$ cat src/rtl/rob_commit.sv
// Reorder buffer: dual allocate, dual tag-matched writeback, dual in-order commit, commit-time branch flush.
// Define ROB_FWD_EN to build the operand-bypass lookup ports (fwd_tag_i / fwd_ready_o / fwd_value_o).
package rob_commit_pkg;
  localparam int unsigned ROB_IDX_W = 4;
  localparam int unsigned ROB_TAG_W = ROB_IDX_W + 1;

  typedef struct packed {
    logic                 is_valid;
    logic [ROB_TAG_W-1:0] tag;
    logic [31:0]          result;
    logic                 is_branch_established;
    logic [31:0]          jumped_to;
  } ex_result_t;
endpackage

module rob_commit
  import rob_commit_pkg::*;
#(
  // Must equal ROB_IDX_W so the result tag field lines up with {phase, index}.
  parameter int unsigned BUF_SIZE_LOG = ROB_IDX_W
) (
  input  logic                        clk,
  input  logic                        rst_n,
  input  logic [1:0]                  alloc_valid_i,
  input  logic [1:0][4:0]             alloc_rd_i,
  output logic                        alloc_ready_o,
  output logic [1:0][BUF_SIZE_LOG:0]  alloc_tag_o,
  input  ex_result_t                  results_i [2],
  output logic [1:0]                  commit_valid_o,
  output logic [1:0][4:0]             commit_rd_o,
  output logic [1:0][31:0]            commit_value_o,
  output logic                        redirect_valid_o,
  output logic [31:0]                 redirect_pc_o,
  output logic                        is_tag_flooded_o
`ifdef ROB_FWD_EN
  ,
  input  logic [1:0][BUF_SIZE_LOG:0]  fwd_tag_i,
  output logic [1:0]                  fwd_ready_o,
  output logic [1:0][31:0]            fwd_value_o
`endif
);

  localparam int unsigned DEPTH = 1 << BUF_SIZE_LOG;

  typedef logic [BUF_SIZE_LOG-1:0] idx_t;
  typedef logic [BUF_SIZE_LOG:0]   cnt_t;

  logic [DEPTH-1:0] valid_q, done_q, phase_q, taken_q;
  logic [4:0]       rd_q     [DEPTH];
  logic [31:0]      value_q  [DEPTH];
  logic [31:0]      target_q [DEPTH];

  idx_t head_q, head_d, tail_q, tail_d;
  cnt_t count_q, count_d;
  logic tail_phase_q, tail_phase_d;

  logic [1:0]       commit_valid_q;
  logic [1:0][4:0]  commit_rd_q;
  logic [1:0][31:0] commit_value_q;
  logic             redirect_valid_q;
  logic [31:0]      redirect_pc_q;

  idx_t        head1, tail1;
  logic        tail1_phase;
  logic [1:0]  alloc_acc;
  idx_t        slot_idx [2];
  logic [1:0]  slot_ph;
  idx_t        wb_idx [2];
  logic [1:0]  wb_hit;
  logic        c0, c1, flush;
  logic [31:0] flush_pc;
  cnt_t        n_alloc, n_commit, tail_sum;

  assign alloc_ready_o = (count_q <= cnt_t'(DEPTH - 2));
  assign alloc_acc     = alloc_valid_i & {2{alloc_ready_o}};

  assign tail1       = tail_q + idx_t'(1);
  assign tail1_phase = tail_phase_q ^ (tail_q == idx_t'(DEPTH - 1));

  assign alloc_tag_o[0]   = {tail_phase_q, tail_q};
  assign alloc_tag_o[1]   = {tail1_phase, tail1};
  assign is_tag_flooded_o = tail_phase_q;

  // A lone slot-1 request is stored at the tail, i.e. under alloc_tag_o[0].
  always_comb begin
    slot_idx[0] = tail_q;
    slot_ph[0]  = tail_phase_q;
    slot_idx[1] = alloc_acc[0] ? tail1 : tail_q;
    slot_ph[1]  = alloc_acc[0] ? tail1_phase : tail_phase_q;
  end

  always_comb begin
    for (int i = 0; i < 2; i++) begin
      wb_idx[i] = results_i[i].tag[BUF_SIZE_LOG-1:0];
      wb_hit[i] = results_i[i].is_valid && valid_q[wb_idx[i]] &&
                  (phase_q[wb_idx[i]] == results_i[i].tag[BUF_SIZE_LOG]);
    end
  end

  // A taken branch in slot 0 blocks slot 1, so at most one redirect source per cycle.
  assign head1    = head_q + idx_t'(1);
  assign c0       = valid_q[head_q] & done_q[head_q];
  assign c1       = c0 & ~taken_q[head_q] & valid_q[head1] & done_q[head1];
  assign flush    = (c0 & taken_q[head_q]) | (c1 & taken_q[head1]);
  assign flush_pc = (c0 & taken_q[head_q]) ? target_q[head_q] : target_q[head1];

  assign n_alloc  = cnt_t'(alloc_acc[0]) + cnt_t'(alloc_acc[1]);
  assign n_commit = cnt_t'(c0) + cnt_t'(c1);
  assign tail_sum = {1'b0, tail_q} + n_alloc;

  // NOTE: every always_comb output gets a value on every path before any
  // conditional override, otherwise synthesis infers a latch.
  always_comb begin
    head_d       = head_q + idx_t'(n_commit);
    tail_d       = tail_sum[BUF_SIZE_LOG-1:0];
    tail_phase_d = tail_phase_q ^ tail_sum[BUF_SIZE_LOG];
    count_d      = count_q + n_alloc - n_commit;
    if (flush) begin
      head_d       = '0;
      tail_d       = '0;
      count_d      = '0;
      tail_phase_d = tail_phase_q;
    end
  end

  // NOTE: sequential state uses non-blocking assignments so every flop samples
  // the pre-edge values regardless of statement order.
  always_ff @(posedge clk or negedge rst_n) begin
    if (!rst_n) begin
      head_q       <= '0;
      tail_q       <= '0;
      count_q      <= '0;
      tail_phase_q <= 1'b0;
    end else begin
      head_q       <= head_d;
      tail_q       <= tail_d;
      count_q      <= count_d;
      tail_phase_q <= tail_phase_d;
    end
  end

  // Later statements win: slot-1 writeback overrides slot 0, commit clears valid last.
  always_ff @(posedge clk or negedge rst_n) begin
    if (!rst_n) begin
      valid_q <= '0;
      done_q  <= '0;
      phase_q <= '0;
      taken_q <= '0;
    end else if (flush) begin
      valid_q <= '0;
    end else begin
      for (int s = 0; s < 2; s++) begin
        if (alloc_acc[s]) begin
          valid_q[slot_idx[s]] <= 1'b1;
          done_q[slot_idx[s]]  <= 1'b0;
          taken_q[slot_idx[s]] <= 1'b0;
          phase_q[slot_idx[s]] <= slot_ph[s];
        end
      end
      for (int i = 0; i < 2; i++) begin
        if (wb_hit[i]) begin
          done_q[wb_idx[i]]  <= 1'b1;
          taken_q[wb_idx[i]] <= results_i[i].is_branch_established;
        end
      end
      if (c0) valid_q[head_q] <= 1'b0;
      if (c1) valid_q[head1]  <= 1'b0;
    end
  end

  // NOTE: payload storage has no reset; it is only read through the valid/done
  // flags, which are reset, so clearing it would cost flops for nothing.
  always_ff @(posedge clk) begin
    if (!flush) begin
      for (int s = 0; s < 2; s++) begin
        if (alloc_acc[s]) rd_q[slot_idx[s]] <= alloc_rd_i[s];
      end
      for (int i = 0; i < 2; i++) begin
        if (wb_hit[i]) begin
          value_q[wb_idx[i]]  <= results_i[i].result;
          target_q[wb_idx[i]] <= results_i[i].jumped_to;
        end
      end
    end
  end

  // rd/value hold their last retired contents while the strobe is low.
  always_ff @(posedge clk or negedge rst_n) begin
    if (!rst_n) begin
      commit_valid_q   <= '0;
      commit_rd_q      <= '0;
      commit_value_q   <= '0;
      redirect_valid_q <= 1'b0;
      redirect_pc_q    <= '0;
    end else begin
      commit_valid_q   <= {c1, c0};
      redirect_valid_q <= flush;
      if (c0) begin
        commit_rd_q[0]    <= rd_q[head_q];
        commit_value_q[0] <= value_q[head_q];
      end
      if (c1) begin
        commit_rd_q[1]    <= rd_q[head1];
        commit_value_q[1] <= value_q[head1];
      end
      if (flush) redirect_pc_q <= flush_pc;
    end
  end

  assign commit_valid_o   = commit_valid_q;
  assign commit_rd_o      = commit_rd_q;
  assign commit_value_o   = commit_value_q;
  assign redirect_valid_o = redirect_valid_q;
  assign redirect_pc_o    = redirect_pc_q;

`ifdef ROB_FWD_EN
  idx_t       fwd_idx [2];
  logic [1:0] fwd_hit;

  always_comb begin
    for (int k = 0; k < 2; k++) begin
      fwd_idx[k]     = fwd_tag_i[k][BUF_SIZE_LOG-1:0];
      fwd_hit[k]     = valid_q[fwd_idx[k]] && done_q[fwd_idx[k]] &&
                       (phase_q[fwd_idx[k]] == fwd_tag_i[k][BUF_SIZE_LOG]);
      fwd_value_o[k] = fwd_hit[k] ? value_q[fwd_idx[k]] : 32'h0;
    end
  end

  assign fwd_ready_o = fwd_hit;
`endif

endmodule

$ cat config.mk
export PLATFORM = sky130hd
export DESIGN_NAME = rob_commit
export DESIGN_NICKNAME = d
export VERILOG_FILES = /design/src/rtl/rob_commit.sv
export SDC_FILE = /design/constraint.sdc
export NUM_CORES = 2
export LEC_CHECK = 0
export CORE_ASPECT_RATIO = 1.25
export CORE_UTILIZATION = 25
export CTS_CLUSTER_SIZE = 40
export DETAILED_ROUTE_END_ITERATION = 16
export PLACE_DENSITY = 0.42
export SLEW_MARGIN = 25
export SYNTH_ARGS = -nofsm -noshare
export SYNTH_HDL_FRONTEND = slang
export SYNTH_SLANG_ARGS = --single-unit
$ cat constraint.sdc
create_clock -name clk -period 8.65 [get_ports clk]
set_input_delay 1.73 -clock clk [delete_from_list [all_inputs] [get_ports clk]]
set_output_delay 1.73 -clock clk [all_outputs]
set_load 0.05 [all_outputs]
class_map.png
Fill, decap, tap and diode cells in gray.
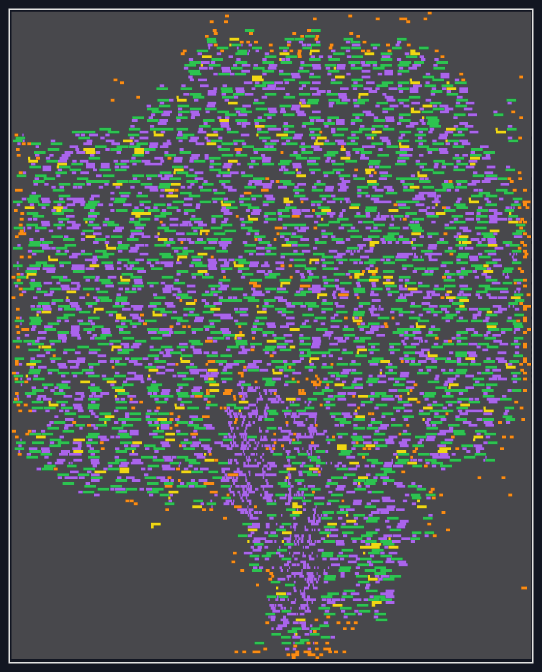
clock drivers and dummy loads: shown in yellow, cells 296. remaining logic cells: shown in purple, cells 2642. registers: shown in green, cells 1291. remaining buffers and delay cells: shown in orange, cells 398.
placeable core area: 295000 um^2
flop share of the area: 43.8%
Core Util, Final: 29.3%

m2.png
Cells faint in the background.
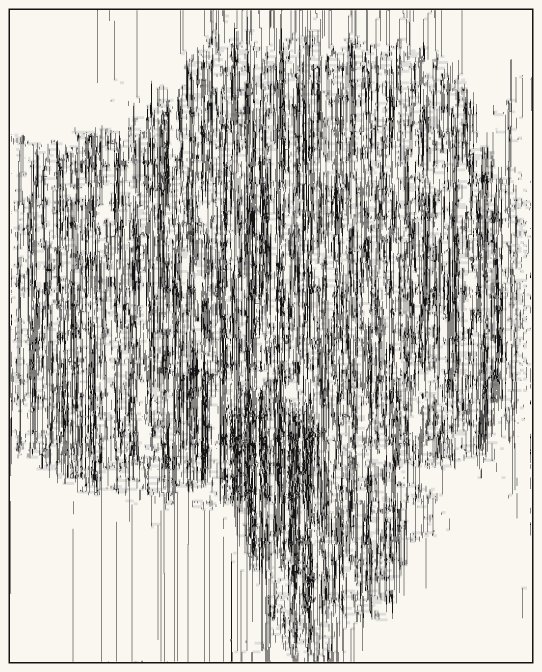
The wires run mostly vertical. 4361 nets have wire on it. The longest straight run is 214 um.
met2 Usage GRT: 32.4%
DR vias: 44094
final wirelength: 279000 um

placed.png
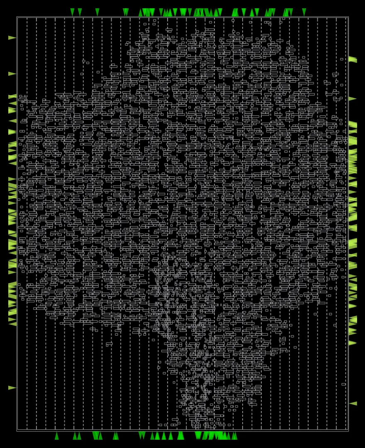
Non-Filler Instances: 8573
Tap Cells: 3937
Flops: 1291

==> impl_metrics.yaml <==
# implementation run metrics
run_status:
  status: "finished, final reports clean"
flow_run:
  warnings: 37
  max_cap_viol_count: 0
synthesis:
  synthTopCellsByCount: "edfxtp_1 (1104), mux2_2 (860), mux4_2 (696), mux2_1 (269), clkbuf_1 (266)"
  simple_gate_share_pct: 2.18
  postSynthAreaPerCell_um2: 16.8
  ys_sh_adder_pct: 0.476
  netlist_top_cells_area: "edfxtp_1 (45%), mux4_2 (21%), mux2_2 (13%), dfrtp_1 (6.3%), mux2_1 (4.1%)"
  fp_nets: 4581
  synth-area-yosys_um2: 74100
  syn_area_um2: 74100
  ys_cells: 4400
  synth.most_common_cell: "edfxtp_1"
clock_tree:
  post_cts_buffers: 0
  root_buffer: "clkbuf_16"
  htree_levels: 4
  postCtsHoldBufs: 0
global_routing:
  met1_usage_pct: 23.3
  grt_usage_pct: 18.5
  grt_max_degree: 110
critical_path:
  reg2reg_slack_ps: 2350
  worstPathArrival_ps: 6760
  crit_family: "buffers and inverters"
  path_cells: "inv_1 -> ha_4 -> inv_1 -> mux4_2 -> nor3_1 -> nor4_4 -> o21a_4 -> buf_4 -> and2_4 -> buf_4"
floorplanning:
  num_rows: 223
  die_h_um: 611
  die_area_um2: 299000
cells_and_area:
  drive_gt1_share_pct: 43.8
  flop_area_um2: 37800
  inverters: 53
  fillerInstances: 29588
  final_cell_mix: "edfxtp_1 (1104), mux2_2 (860), mux4_2 (696)"
  comb_share_pct: 39.6
  antenna_cells: 9
  mi_logic_area_um2: 34200
  nMultiInputCombCells: 2589
  nonClkBufAreaFrac_pct: 4.59
  area_delta_synth_final_pct: 16.6
sta:
  slew_headroom_pct: 25.7
  period_minus_slack_ps: 6300
  tightest_slew_ps: 1110
  rsz0062_at_grt: "no"
drt:
  route.detailed.drc: 0
  drt-met1-wl_um: 116000
worst_hold_path:
  min_to: "commit_value_o[0]"
  worstHoldPathCells: 2
  hold_path_startpoint: "commit_value_o[0]"
pwr:
  p_per_area_nw_per_um2: 310
place:
  gp_congestion: 0.827
port_trees.png
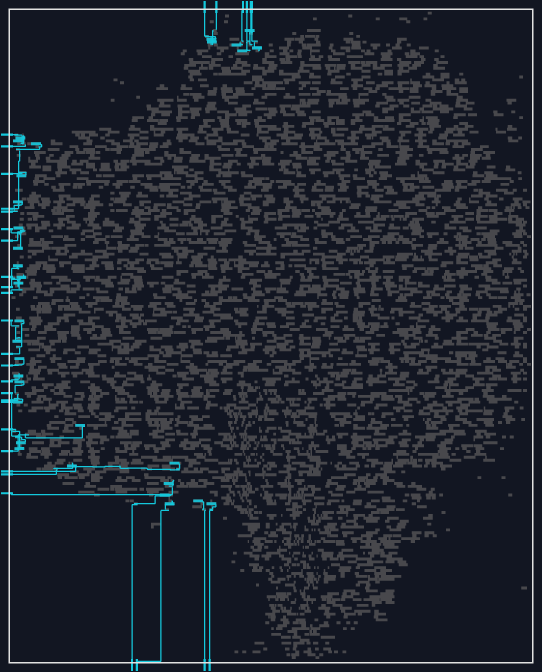
redirect_pc_o: shown in cyan, bits 32, direction output, end cells 32, buffers 32, wire 2080 um.
input/output buffers: 276
IO Count: 277

m3.png
Bar = 100 um.
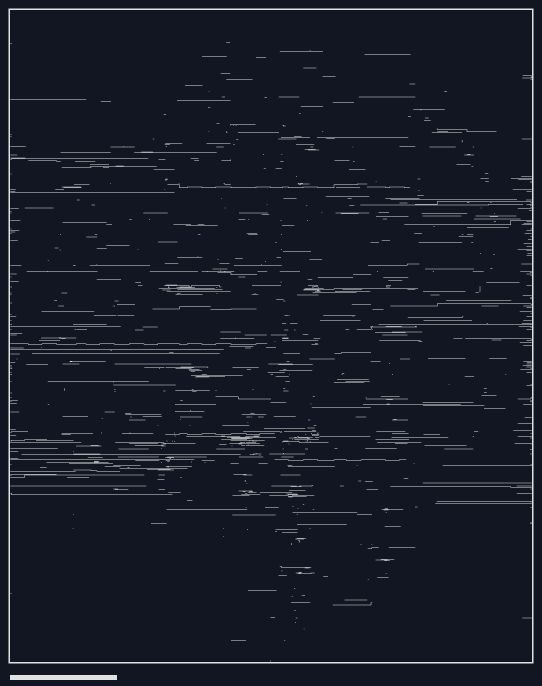
The layer carries 13800 um of wire. 467 nets have wire on it. The layer holds 4.9% of the routed length.
GR Layer Usage met3: 3.21%

## per-stage QoR
stage	setup slack [ps]	cell area (um^2)	utilization (%)	hold WS, ps	std cells
floorplan	1360	74100	-	450	4400
global placement	2020	81100	27.5	462	8265
detailed placement	2050	81200	27.5	467	8267
CTS	2190	86400	29.3	479	8563
global route	2020	86400	29.3	494	8569
finish	2350	86500	29.3	478	8573
## power breakdown
part / switching [W] / total [W] / internal [W] / leakage [nW]
Clock: 0.00285 / 0.00690 / 0.00404 / 2.55
Combinational: 0.00666 / 0.0120 / 0.00538 / 13.2
Sequential: 0.000530 / 0.00790 / 0.00737 / 12.3
Power is estimated from default activity; no workload was simulated.
